$ cat src/rtl/serial_four_bit_subtractor_if.sv
// Handshake and operand/result bus of the bit-serial subtractor.
interface serial_four_bit_subtractor_if #(
    parameter int WIDTH = 4
);
    logic             Start;
    logic [WIDTH-1:0] A;
    logic [WIDTH-1:0] B;
    logic             Borrow_in;
    logic             Busy;
    logic             Done;
    logic [WIDTH-1:0] Difference;
    logic             Borrow_Out;

    // Controller side: issues requests and operands, observes status and result.
    modport master (
        output Start, A, B, Borrow_in,
        input  Busy, Done, Difference, Borrow_Out
    );

    // Subtractor side.
    modport slave (
        input  Start, A, B, Borrow_in,
        output Busy, Done, Difference, Borrow_Out
    );
endinterface

$ cat src/rtl/serial_four_bit_subtractor.sv
// Bit-serial subtractor: Difference = A - B - Borrow_in, LSB first, one bit per
// clock through a single full-subtractor cell and a borrow flip-flop.
module serial_four_bit_subtractor #(
    parameter int WIDTH = 4
) (
    input  logic                          Clk,
    input  logic                          Reset,
    serial_four_bit_subtractor_if.slave   bus
);
    localparam int CW = (WIDTH > 2) ? $clog2(WIDTH) : 1;

    typedef enum logic [1:0] {
        IDLE  = 2'd0,
        SHIFT = 2'd1,
        DONE  = 2'd2
    } state_t;

    state_t           state_q, state_d;
    logic [WIDTH-1:0] opa_q, opa_d;
    logic [WIDTH-1:0] opb_q, opb_d;
    logic             br_q, br_d;
    logic [CW-1:0]    cnt_q, cnt_d;
    logic [WIDTH-1:0] diff_q, diff_d;
    logic             bout_q, bout_d;

    logic             a_bit, b_bit, d_bit, br_nxt, last_bit, accept;

    assign a_bit    = opa_q[0];
    assign b_bit    = opb_q[0];
    assign d_bit    = a_bit ^ b_bit ^ br_q;
    assign br_nxt   = (~a_bit & b_bit) | (~(a_bit ^ b_bit) & br_q);
    assign last_bit = (cnt_q == CW'(WIDTH - 1));
    assign accept   = bus.Start && (state_q != SHIFT);

    // State register.
    always_ff @(posedge Clk or posedge Reset) begin
        if (Reset) begin
            state_q <= IDLE;
        end else begin
            state_q <= state_d;
        end
    end

    // Next-state logic: Start is accepted in IDLE and in DONE (back-to-back).
    always_comb begin
        state_d = state_q;
        case (state_q)
            IDLE:    if (bus.Start) state_d = SHIFT;
            SHIFT:   if (last_bit)  state_d = DONE;
            DONE:    state_d = bus.Start ? SHIFT : IDLE;
            default: state_d = IDLE;
        endcase
    end

    // Outputs decoded from state and result registers.
    always_comb begin
        bus.Busy       = (state_q == SHIFT);
        bus.Done       = (state_q == DONE);
        bus.Difference = diff_q;
        bus.Borrow_Out = bout_q;
    end

    // Datapath next values. The minuend register doubles as the result register:
    // each difference bit enters at the MSB as the consumed minuend bit leaves at
    // the LSB, so after WIDTH shifts it holds the complete difference.
    always_comb begin
        opa_d  = opa_q;
        opb_d  = opb_q;
        br_d   = br_q;
        cnt_d  = cnt_q;
        diff_d = diff_q;
        bout_d = bout_q;
        if (accept) begin
            opa_d = bus.A;
            opb_d = bus.B;
            br_d  = bus.Borrow_in;
            cnt_d = '0;
        end else if (state_q == SHIFT) begin
            opa_d = {d_bit, opa_q[WIDTH-1:1]};
            opb_d = {1'b0, opb_q[WIDTH-1:1]};
            br_d  = br_nxt;
            cnt_d = cnt_q + CW'(1);
            if (last_bit) begin
                diff_d = {d_bit, opa_q[WIDTH-1:1]};
                bout_d = br_nxt;
            end
        end
    end

    // Datapath registers.
    always_ff @(posedge Clk or posedge Reset) begin
        if (Reset) begin
            opa_q  <= '0;
            opb_q  <= '0;
            br_q   <= 1'b0;
            cnt_q  <= '0;
            diff_q <= '0;
            bout_q <= 1'b0;
        end else begin
            opa_q  <= opa_d;
            opb_q  <= opb_d;
            br_q   <= br_d;
            cnt_q  <= cnt_d;
            diff_q <= diff_d;
            bout_q <= bout_d;
        end
    end
endmodule

$ cat src/flat_wrapper.sv
// flat-port wrapper written by rule: the top's interface ports become plain ports
module serial_four_bit_subtractor_flat 
#(
    parameter int WIDTH = 4
)
  (Clk, Reset, bus_Start, bus_A, bus_B, bus_Borrow_in, bus_Busy, bus_Done, bus_Difference, bus_Borrow_Out);
  serial_four_bit_subtractor_if #(.WIDTH(WIDTH)) bus_i ();
  input  logic Clk;
  input  logic Reset;
  input wire logic [$bits(bus_i.Start)-1:0] bus_Start;
  input wire logic [$bits(bus_i.A)-1:0] bus_A;
  input wire logic [$bits(bus_i.B)-1:0] bus_B;
  input wire logic [$bits(bus_i.Borrow_in)-1:0] bus_Borrow_in;
  output wire logic [$bits(bus_i.Busy)-1:0] bus_Busy;
  output wire logic [$bits(bus_i.Done)-1:0] bus_Done;
  output wire logic [$bits(bus_i.Difference)-1:0] bus_Difference;
  output wire logic [$bits(bus_i.Borrow_Out)-1:0] bus_Borrow_Out;
  assign bus_i.Start = bus_Start;
  assign bus_i.A = bus_A;
  assign bus_i.B = bus_B;
  assign bus_i.Borrow_in = bus_Borrow_in;
  assign bus_Busy = bus_i.Busy;
  assign bus_Done = bus_i.Done;
  assign bus_Difference = bus_i.Difference;
  assign bus_Borrow_Out = bus_i.Borrow_Out;
  serial_four_bit_subtractor #(.WIDTH(WIDTH)) u_core (.Clk(Clk), .Reset(Reset), .bus(bus_i));
endmodule
$ cat config.mk
export PLATFORM = sky130hd
export DESIGN_NAME = serial_four_bit_subtractor_flat
export DESIGN_NICKNAME = d
export VERILOG_FILES = /design/src/rtl/serial_four_bit_subtractor_if.sv /design/src/rtl/serial_four_bit_subtractor.sv /design/src/flat_wrapper.sv
export SDC_FILE = /design/constraint.sdc
export NUM_CORES = 1
export LEC_CHECK = 0
export ABC_AREA = 1
export CORE_MARGIN = 2
export CORE_UTILIZATION = 51
export DETAILED_ROUTE_END_ITERATION = 16
export MAX_ROUTING_LAYER = met4
export PLACE_DENSITY = 0.81
export SYNTH_ARGS = -nofsm -noshare
export SYNTH_HDL_FRONTEND = slang
export SYNTH_SLANG_ARGS = --single-unit
$ cat constraint.sdc
create_clock -name Clk -period 3.97 [get_ports Clk]
set_clock_uncertainty 0.2 [all_clocks]
set_input_delay 0.794 -clock Clk [delete_from_list [all_inputs] [get_ports Clk]]
set_output_delay 0.794 -clock Clk [all_outputs]
set_load 0.1 [all_outputs]
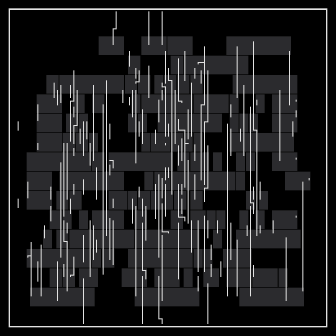
Figure 1: met2 routing.
Cells faint in the background.
99 nets have wire on it. The longest straight run is 24.1 microns. The wires run mostly vertical. The layer holds 50% of the routed length. The layer carries 742 microns of wire.
met2 Usage GRT: 0.318
via count: 683
Routed WL: 1.49 mm

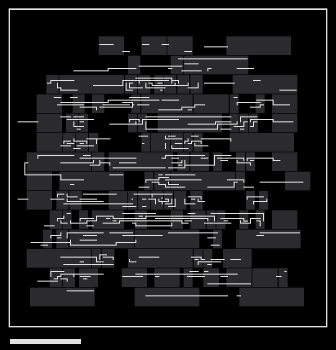
Figure 2: met1 routing.
The bar under the picture is 10 microns long. Cells faint in the background.
The layer holds 45% of the routed length. The wires run mostly horizontal. 103 nets have wire on it. The layer carries 666 microns of wire.
met1 Track Usage GR: 0.218

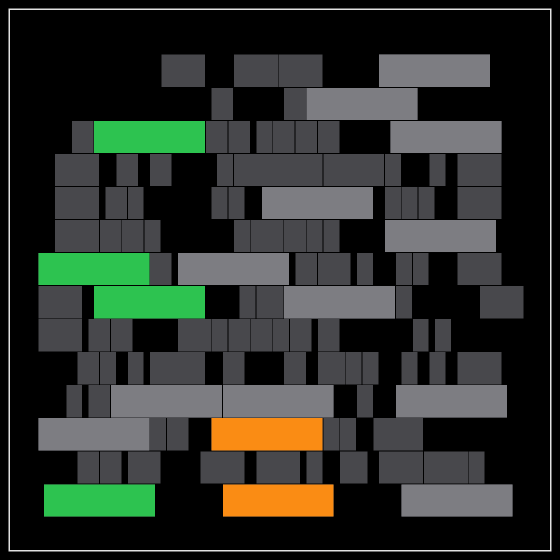
Figure 3: register map, names as in the netlist.
Other sequential cells in the stronger gray, the rest of the logic in the fainter gray.
Key: u_core.state_q = orange [sequential cells 2]; u_core.opb_q = green [sequential cells 4]
Seq area share: 0.438

==> results.txt <==
Status -> completed
DR pass1 iterations -> 4
Avg Inst Size Synth -> 8.88 sq um
Via/cell ratio -> 5.38
Nets -> 126
Top cells by count, synth -> nand3_1 (28), nand2_1 (27), dfrtp_1 (18), inv_1 (7), buf_4 (4)
Hold buffers post-CTS -> 0
Final Hold Vio Count -> 0
Dpl ws -> 1.30 ns
Clock sink count -> 18
Rows -> 14
Chip area -> 1980 sq um
Slowest-stage cell, CP -> clkdlybuf4s50_1
Vias in the first global route -> 623
I/O Pins -> 19
Detail Placement HPWL -> 1.09 mm
Critical Path RT -> 2.98 ns
Initial antenna violation count -> 0
DRC Markers -> 0
# fillers -> 133
P&R area growth vs syn -> 23.1%
H-tree Lvls -> 1
Crit-path max cell delay -> 1.14 ns
Crit Path Category -> flip-flop to primary output
Main synth FF type -> dfrtp_1
Critical path capture point type -> primary output
Clk slew on worst S/H paths -> 0.10 ns
GRT Util Overall -> 0.183
Ys Warns -> 0
Routability cong. -> 0.753
OpenROAD warnings -> 26
# Cells Yosys -> 94
Worst hold-check path type -> flip-flop to flip-flop
Total grt overflow -> 0
CP Cell Sequence -> nor2_1 > clkdlybuf4s50_1
Late-Pin Clk Latency -> 0.29 ns
Critical path buffers and inverters -> 1
Number of DRC markers in iteration 0 -> 19
Fin Setup TNS -> 0 ns
Yosys stat area -> 835 sq um
Top cells by area -> dfrtp_1 (54%), nand3_1 (17%), nand2_1 (12%), buf_4 (3.6%), inv_1 (3.1%)
CTS root buf -> clkbuf_4
Post-synth net total -> 108
Post-synth EDFFs -> 0
Crit path arrival time -> 1.99 ns
Post-synth top area cell -> dfrtp_1
Max Root-Sink Buffers -> 2
Slew @ Worst Pin -> 0.969 ns
Post-synth seq share -> 0.540
M3 GR Usage -> 0.0408
Final period util -> 0.751
CTS Buf Count -> 3
Fin worst setup slack -> 0.987 ns
Largest net degree at the start of global routing -> 24
Diode count -> 0
Netlist cell types -> 15
Final Max Slew Viols -> 0
Share of layout cells above drive strength 1 -> 0.0811
Die W -> 44.5 microns
Period minus WS final -> 2.98 ns
Max_slew headroom -> 0.352
Max-area cell share -> 0.540
Yosys reg bits -> 18
Cell with the most instances after synthesis -> nand3_1
WL per Instance -> 11.8 microns
Pre-Place Util -> 0.548
CORE AREA -> 1520 sq um
Delay-heaviest family, CP -> buffers and inverters
GRT busiest layer -> met2
Final Util -> 0.674
Die Ht -> 44.5 microns
Async set-reset flop share out of synthesis -> 1.00
Critical path peak fanout -> 4
PostCTS Resize Cnt -> 0
Global-route wire length before repair -> 2.59 mm
TritonCTS clock tree -> built
Post-Syn Area -> 835 sq um
Max_cap viols -> 0
Unrepaired setup endpoints after global routing -> no
[flip-flops by register name, indices dropped and copies added, names as in the netlist]
register	count
u_core.opa_q	4
u_core.state_q	2
u_core.bus.Borrow_Out	1
u_core.cnt_q	2
u_core.bus.Difference	4
u_core.opb_q	4
u_core.br_q	1
[layout make-up]
type                            count  area, sq um  area share
Timing Repair Buffer               18          178       0.173
Sequential cell                    18          450       0.438
Inverter                            8         30.0      0.0292
Tap cell                           16         20.0      0.0195
Clock buffer                        4         36.3      0.0353
Multi-Input combinational cell     63          313       0.305
[kinds of logic (layout without fill, tap and decap cells)]
family / Yosys count / after routing / share of synthesized area
flops: 18 / 18 / 0.540
buf+inv: 13 / 30 / 0.0855
simple gates: 59 / 59 / 0.322
compound gates: 2 / 2 / 0.0135
fa+ha+maj: 2 / 2 / 0.0390
[through the flow]
step | instances | cell area (sq um) | hold slack [ns]
floorplan | 94 | 835 | 0.252
CTS | 127 | 1030 | 0.292
detailed placement | 123 | 991 | 0.265
global placement | 123 | 991 | 0.259
finish | 127 | 1030 | 0.289
global route | 127 | 1030 | 0.313
[cells in the final DEF (no fill, tap or decap), types with 3 or more instances in the layout]
cell type	count
dfrtp_1	18
nand3_1	28
nand2_1	27
inv_1	7
clkbuf_4	3
clkdlybuf4s50_1	17
[per-layer routing]
layer	vias up	part of all wire	wire length (microns)
met4	0	0.010	15
met1	325	0.45	665
met2	17	0.50	742
met3	4	0.047	70
li1	337	-	-
met5	-	0	0
[worst min-delay path: stages (launching register included)]
cell	delay, ns
dfrtp_1	0.36
nand2_1	0.05
nand2_1	0.05
[path summary, 6_finish.rpt]
| kind | start | end | slack [ns] | cells after the start |
|---|---|---|---|---|
| setup / recovery | u_core.state_q[0] | bus_Done | 0.99 | 2 |
| hold / removal | u_core.bus.Borrow_Out | u_core.bus.Borrow_Out | 0.29 | 2 |
| setup reg to reg | u_core.state_q[0] | u_core.bus.Difference[0] | 2.48 | 5 |
| hold reg to reg | u_core.bus.Borrow_Out | u_core.bus.Borrow_Out | 0.29 | 2 |
| max in group asynchronous | Reset | u_core.state_q[1] | 2.46 | 2 |
| min in group asynchronous | Reset | u_core.bus.Difference[0] | 0.69 | 2 |
